### Drive-strength map

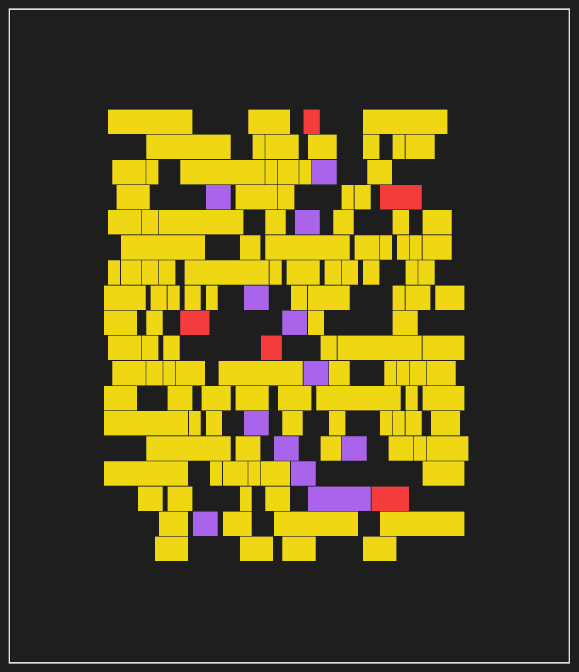
### Cell outlines without signal wires

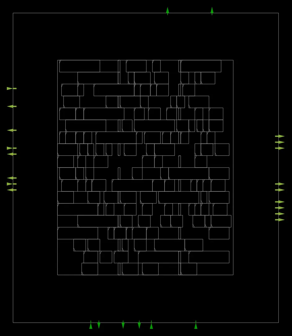
### Clock wires, drivers and flops

Scale bar: 20 um.
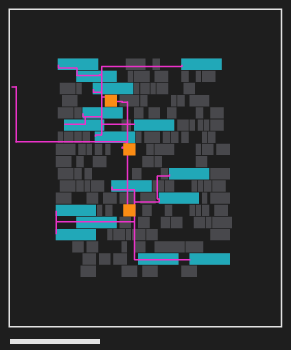
### Wire density map

The die is cut into 12 by 14 equal tiles; dark blue is low, red is high, scaled to the fullest tile. Values are wire area over tile area, all layers added.
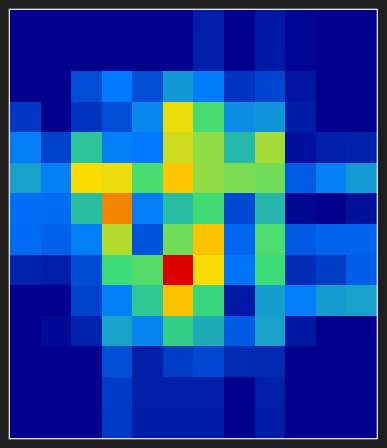
**src/rtl/seed_pkg.sv**
```systemverilog
// Shared types and constants for the SEED round sequencing controller.
package seed_pkg;

    localparam int SEED_ROUNDS           = 16;
    localparam int SEED_OUT_BYTES        = 16;
    localparam int SEED_MAX_ROUND_CYCLES = 8;
    localparam int SEED_SUB_W            = $clog2(SEED_MAX_ROUND_CYCLES);

    typedef enum logic [2:0] {
        S_IDLE,
        S_LOAD,
        S_ROUND,
        S_FINAL,
        S_SEND,
        S_DONE
    } seed_ctrl_state_t;

endpackage

```
**src/rtl/seed_out_sequencer.sv**
```systemverilog
// Serialises the 128-bit result to the host one byte per host_ack,
// starting from byte 0 (bits [127:120]) after the final swap.
module seed_out_sequencer
    import seed_pkg::*;
(
    input  logic       clk,
    input  logic       reset,
    input  logic       clear,
    input  logic       start,
    input  logic       host_ack,
    output logic [3:0] byte_sel,
    output logic       load_rpi3,
    output logic       last_ack
);

    localparam logic [3:0] LAST_BYTE = 4'(SEED_OUT_BYTES - 1);

    logic accept;

    // host_ack only counts while a byte is actually presented
    assign accept   = load_rpi3 && host_ack;
    assign last_ack = accept && (byte_sel == LAST_BYTE);

    always_ff @(posedge clk or posedge reset) begin
        if (reset) begin
            byte_sel  <= '0;
            load_rpi3 <= 1'b0;
        end else if (clear) begin
            byte_sel  <= '0;
            load_rpi3 <= 1'b0;
        end else if (start) begin
            byte_sel  <= '0;
            load_rpi3 <= 1'b1;
        end else if (last_ack) begin
            byte_sel  <= '0;
            load_rpi3 <= 1'b0;
        end else if (accept) begin
            byte_sel  <= byte_sel + 4'd1;
        end
    end

endmodule

```
**src/rtl/seed_round_ctrl.sv**
```systemverilog
// SEED sequencing controller: captures a block, steps 16 Feistel rounds with
// the encrypt/decrypt subkey order, then hands off to the byte serialiser.
module seed_round_ctrl
    import seed_pkg::*;
#(
    parameter int ROUND_CYCLES = 1,
    parameter int NUM_ROUNDS   = SEED_ROUNDS
) (
    input  logic       clk,
    input  logic       reset,
    input  logic       in_en,
    input  logic       blk_valid,
    input  logic       Enc_Dec,
    input  logic       host_ack,
    output logic       blk_ack,
    output logic       dp_load,
    output logic [3:0] round,
    output logic [3:0] key_idx,
    output logic       round_en,
    output logic       final_swap,
    output logic [3:0] byte_sel,
    output logic       load_rpi3,
    output logic       done,
    output logic       busy
);

    localparam logic [SEED_SUB_W-1:0] SUB_LAST   = SEED_SUB_W'(ROUND_CYCLES - 1);
    localparam logic [3:0]            LAST_ROUND = 4'(NUM_ROUNDS - 1);

    seed_ctrl_state_t state_q, state_d;
    logic [3:0]            round_q, round_d;
    logic [SEED_SUB_W-1:0] sub_q, sub_d;
    logic                  enc_q;
    logic                  last_ack;
    logic                  in_rounds;

    always_ff @(posedge clk or posedge reset) begin
        if (reset) begin
            state_q <= S_IDLE;
            round_q <= '0;
            sub_q   <= '0;
            enc_q   <= 1'b0;
        end else begin
            state_q <= state_d;
            round_q <= round_d;
            sub_q   <= sub_d;
            // Tracks Enc_Dec up to the end of LOAD so key_idx is already
            // correct during LOAD without a combinational input path.
            if (state_q == S_IDLE || state_q == S_LOAD)
                enc_q <= Enc_Dec;
        end
    end

    always_comb begin
        state_d = state_q;
        round_d = '0;
        sub_d   = '0;
        case (state_q)
            S_IDLE:  if (in_en && blk_valid) state_d = S_LOAD;
            S_LOAD:  state_d = S_ROUND;
            S_ROUND: begin
                round_d = round_q;
                if (sub_q == SUB_LAST) begin
                    // Last round holds its index into FINAL instead of wrapping
                    if (round_q == LAST_ROUND) state_d = S_FINAL;
                    else                       round_d = round_q + 4'd1;
                end else begin
                    sub_d = sub_q + SEED_SUB_W'(1);
                end
            end
            S_FINAL: begin
                round_d = round_q;
                state_d = S_SEND;
            end
            S_SEND:  if (last_ack) state_d = S_DONE;
            S_DONE:  state_d = S_IDLE;
            default: state_d = S_IDLE;
        endcase
        if (!in_en) state_d = S_IDLE;
    end

    assign in_rounds  = (state_q == S_ROUND) || (state_q == S_FINAL);
    assign blk_ack    = (state_q == S_LOAD);
    assign dp_load    = (state_q == S_LOAD);
    assign round_en   = (state_q == S_ROUND) && (sub_q == SUB_LAST);
    assign final_swap = (state_q == S_FINAL);
    assign done       = (state_q == S_DONE);
    assign busy       = (state_q != S_IDLE);
    assign round      = in_rounds ? round_q : 4'd0;

    always_comb begin
        key_idx = 4'd0;
        if (in_rounds)
            key_idx = enc_q ? round_q : (LAST_ROUND - round_q);
        else if (state_q == S_LOAD && !enc_q)
            key_idx = LAST_ROUND;
    end

    seed_out_sequencer u_out (
        .clk      (clk),
        .reset    (reset),
        .clear    (!in_en),
        .start    (final_swap),
        .host_ack (host_ack),
        .byte_sel (byte_sel),
        .load_rpi3(load_rpi3),
        .last_ack (last_ack)
    );

endmodule

```
**config.mk**
```make
export PLATFORM = sky130hd
export DESIGN_NAME = seed_round_ctrl
export DESIGN_NICKNAME = d
export VERILOG_FILES = /design/src/rtl/seed_pkg.sv /design/src/rtl/seed_out_sequencer.sv /design/src/rtl/seed_round_ctrl.sv
export SDC_FILE = /design/constraint.sdc
export NUM_CORES = 1
export LEC_CHECK = 0
export CAP_MARGIN = 0
export CORE_ASPECT_RATIO = 1.25
export CORE_MARGIN = 10
export CORE_UTILIZATION = 47
export CTS_CLUSTER_SIZE = 24
export DETAILED_ROUTE_END_ITERATION = 8
export HOLD_SLACK_MARGIN = 0.03
export PLACE_DENSITY_LB_ADDON = 0.12
export SLEW_MARGIN = 30
export SYNTH_ARGS = -nofsm -noshare
export SYNTH_HDL_FRONTEND = slang
export SYNTH_SLANG_ARGS = --single-unit
```
**constraint.sdc**
```tcl
create_clock -name clk -period 2.2 [get_ports clk]
set_input_delay 0.44 -clock clk [delete_from_list [all_inputs] [get_ports clk]]
set_output_delay 0.44 -clock clk [all_outputs]
set_load 0.02 [all_outputs]
```
==> flow_summary.toml <==
# implementation run metrics
[placed_design]
gp_congestion = 0.788
hpwl_um = 1790
placed_cells = 154

[critical_path]
crit_path_start_kind = "flop"
cp_data_arrival_time_ns = 1.68
crit_chain = "buf_4 -> nor2_2 -> nand2_1 -> clkdlybuf4s50_1"
rr_worst_depth = 6
r2r-start = "sub_q[0]"
r2r_slack_ns = 0.32

[run_status]
status = "finished clean"

[logic_synthesis]
ys_top_cells_by_count = "16 x dfrtp_1, 13 x inv_1, 10 x a21oi_1, 9 x nand2_1"
yosys_warnings = 0
yosys_area_sq_um = 962
synth_area_sq_um = 962
synthCells = 110
edf_count = 0
ys.flop_type = "dfrtp_1"
avgSynthCellArea_sq_um = 8.75
synthArstFlopShare_pct = 100
netlist.top_cell.by_area = "dfrtp_1"
synth_cell_types = 35

[timing]
min_period_ns = 2.12
max_freq_mhz = 471
post-route-period-util_pct = 96.5
tightest_slew_ns = 0.630
finalSetupViolations = 0
fin_setup_tns_ns = 0

[cts]
path_clk_slew_ns = 0.09
cts_hold_buf = 0
clock_sinks = 16
cts_max_level = 1
root_buffer = "clkbuf_4"
clk_path_buf_depth = 2

[worst_hold_path]
holdPathEnd = "sub_q[0]"
hp-class = "reg2reg"

[cells_and_area]
diodes = 0
comb_area_sq_um = 484
drive_gt1_share_pct = 12.4
instances_no_fill = 157
seq_area_sq_um = 400
final_net_count = 149

[die]
row_count = 18

[global_route]
grt-ovfl-total = 0
grt_start_max_net_pins = 17
grt_antenna_before_repair = 0

[flow_run]
drv_cap = 0

[route]
drtPass1Iterations = 4
wl_um = 2250
vias_per_cell = 5.52
drt_iter0_markers = 23
ant_nets = 0

[power_and_ir_drop]
p_per_area_mw_per_mm2 = 501
ir_drop_mv = 0.398
p_leak_uw = 0.000681
Back to the opening pictures, 'Drive-strength map':
drive 1 or less -> yellow  # cells 120, share 88%, most used dfrtp_1
drive 2 -> red  # cells 5, share 3.6%
drive 3 to 4 -> purple  # cells 12, share 8.8%, most used buf_4
Finished Cell Area: 0.00128 sq mm
Area growth, synth to finish: 32.6%
Final WS setup: 0.0765 ns

Back to the opening pictures, 'Cell outlines without signal wires':
core area: 0.00196 sq mm
# Taps: 20
Seq area share: 31.4%

Back to the opening pictures, 'Clock wires, drivers and flops':
cells driving clock nets -> orange  # count 3
flip-flops -> cyan  # count 16
clock wires -> magenta  # length 214 um
routed clock nets = 4
skew final: 0.00105 ns
Clock Power Share: 23.8%

Back to the opening pictures, 'Wire density map':
mean over tiles = 0.086
fullest tile = 0.44
tiles over half the peak = 13%
nearly empty tiles = 32%
Avg WL per Cell: 14.3 um
via count: 866
overall routing resource usage: 11.2%

## metrics by stage
| step | total power [uW] | worst slack, ns | hold slack, ns | area (sq um) |
|---|---|---|---|---|
| 6_report | 639 | 0.0765 | 0.477 | 1280 |
| 5_1_grt | 677 | 0.00760 | 0.524 | 1280 |
| 4_1_cts | 647 | 0.00192 | 0.479 | 1260 |
| 3_5_place_dp | 502 | 0.0596 | 0.467 | 1240 |
| 3_3_place_gp | 500 | 0.116 | 0.450 | 1240 |
| 2_1_floorplan | 423 | 0.285 | 0.354 | 962 |
## what timing repair did
action | CTS | global route
endpoints found under the hold margin | 0 | 0
gates cloned | 0 | 0
setup endpoints to repair | 9 | 6
pin swaps | 0 | 0
gates resized | 11 | 7
## layout make-up
| type | instances | area share [%] |
|---|---|---|
| Clock buffer | 3 | 1.76 |
| Sequential cell | 16 | 31.4 |
| Inverter | 13 | 3.82 |
| Timing Repair Buffer | 32 | 23.1 |
| Multi-Input combinational cell | 73 | 37.9 |
| Tap cell | 20 | 1.96 |
## power by group
group | switching, uW | internal [uW]
clock network | 88.2 | 63.6
logic | 91.6 | 77.4
registers | 15.2 | 303
## worst max-delay path by stage
stage                     from    endpoint  slack (ns)  cells past startpoint
floorplan           state_q[1]  key_idx[0]        0.29                      4
global placement      sub_q[0]    round_en        0.12                      5
detailed placement    sub_q[0]    round_en        0.06                      5
CTS                 state_q[1]    round[1]       0.002                      5
global route        state_q[2]        busy       0.008                      4
finish              state_q[2]        busy        0.08                      4
## flip-flops by register name, summed over array words and instances (netlist names)
name / cells
u_out.byte_sel: 4
enc_q: 1
round_q: 4
u_out.load_rpi3: 1
sub_q: 3
state_q: 3
## cell usage in the layout, fill, tap and decap left out, types with 2 or more instances in the layout
cell type	count
a211oi_1	3
a21oi_1	10
and3_1	2
buf_4	8
clkbuf_4	3
clkdlybuf4s50_1	11
dfrtp_1	16
dlygate4sd2_1	8
dlymetal6s2s_1	4
ha_1	4
inv_1	13
nand2_1	9
nand3_1	5
nor2_1	4
nor2b_1	2
nor3_1	3
nor3b_1	3
o21a_1	3
o21ai_0	3
o21ai_1	3
or3_1	2
or4_1	2
## worst max-delay path: cells and delay by family (launching register included)
family,cells,cell delay (ns)
and+or+nand+nor,2,0.25
DFF,1,0.44
buffers and inverters,2,0.72
## layer usage
layer	up-vias	share of wire, %	GRT usage, %
met3	5	7.9	3.57
li1	432	-	-
met5	-	0	0
met2	27	50	19.4
met4	0	1.6	4.40
met1	402	40	12.1
## cell families (layout without fill, tap and decap cells)
logic type / Yosys count / after routing / synth area share, %
AND-OR/OR-AND: 25 / 25 / 15.9
XOR/XNOR: 2 / 2 / 1.82
adder cells (fa/ha/maj): 4 / 4 / 5.20
buffers and inverters: 21 / 48 / 9.49
flip-flops: 16 / 16 / 41.6
multiplexers: 2 / 2 / 2.21
AND/OR/NAND/NOR: 40 / 40 / 23.8
Power and IR drop assume default switching activity.
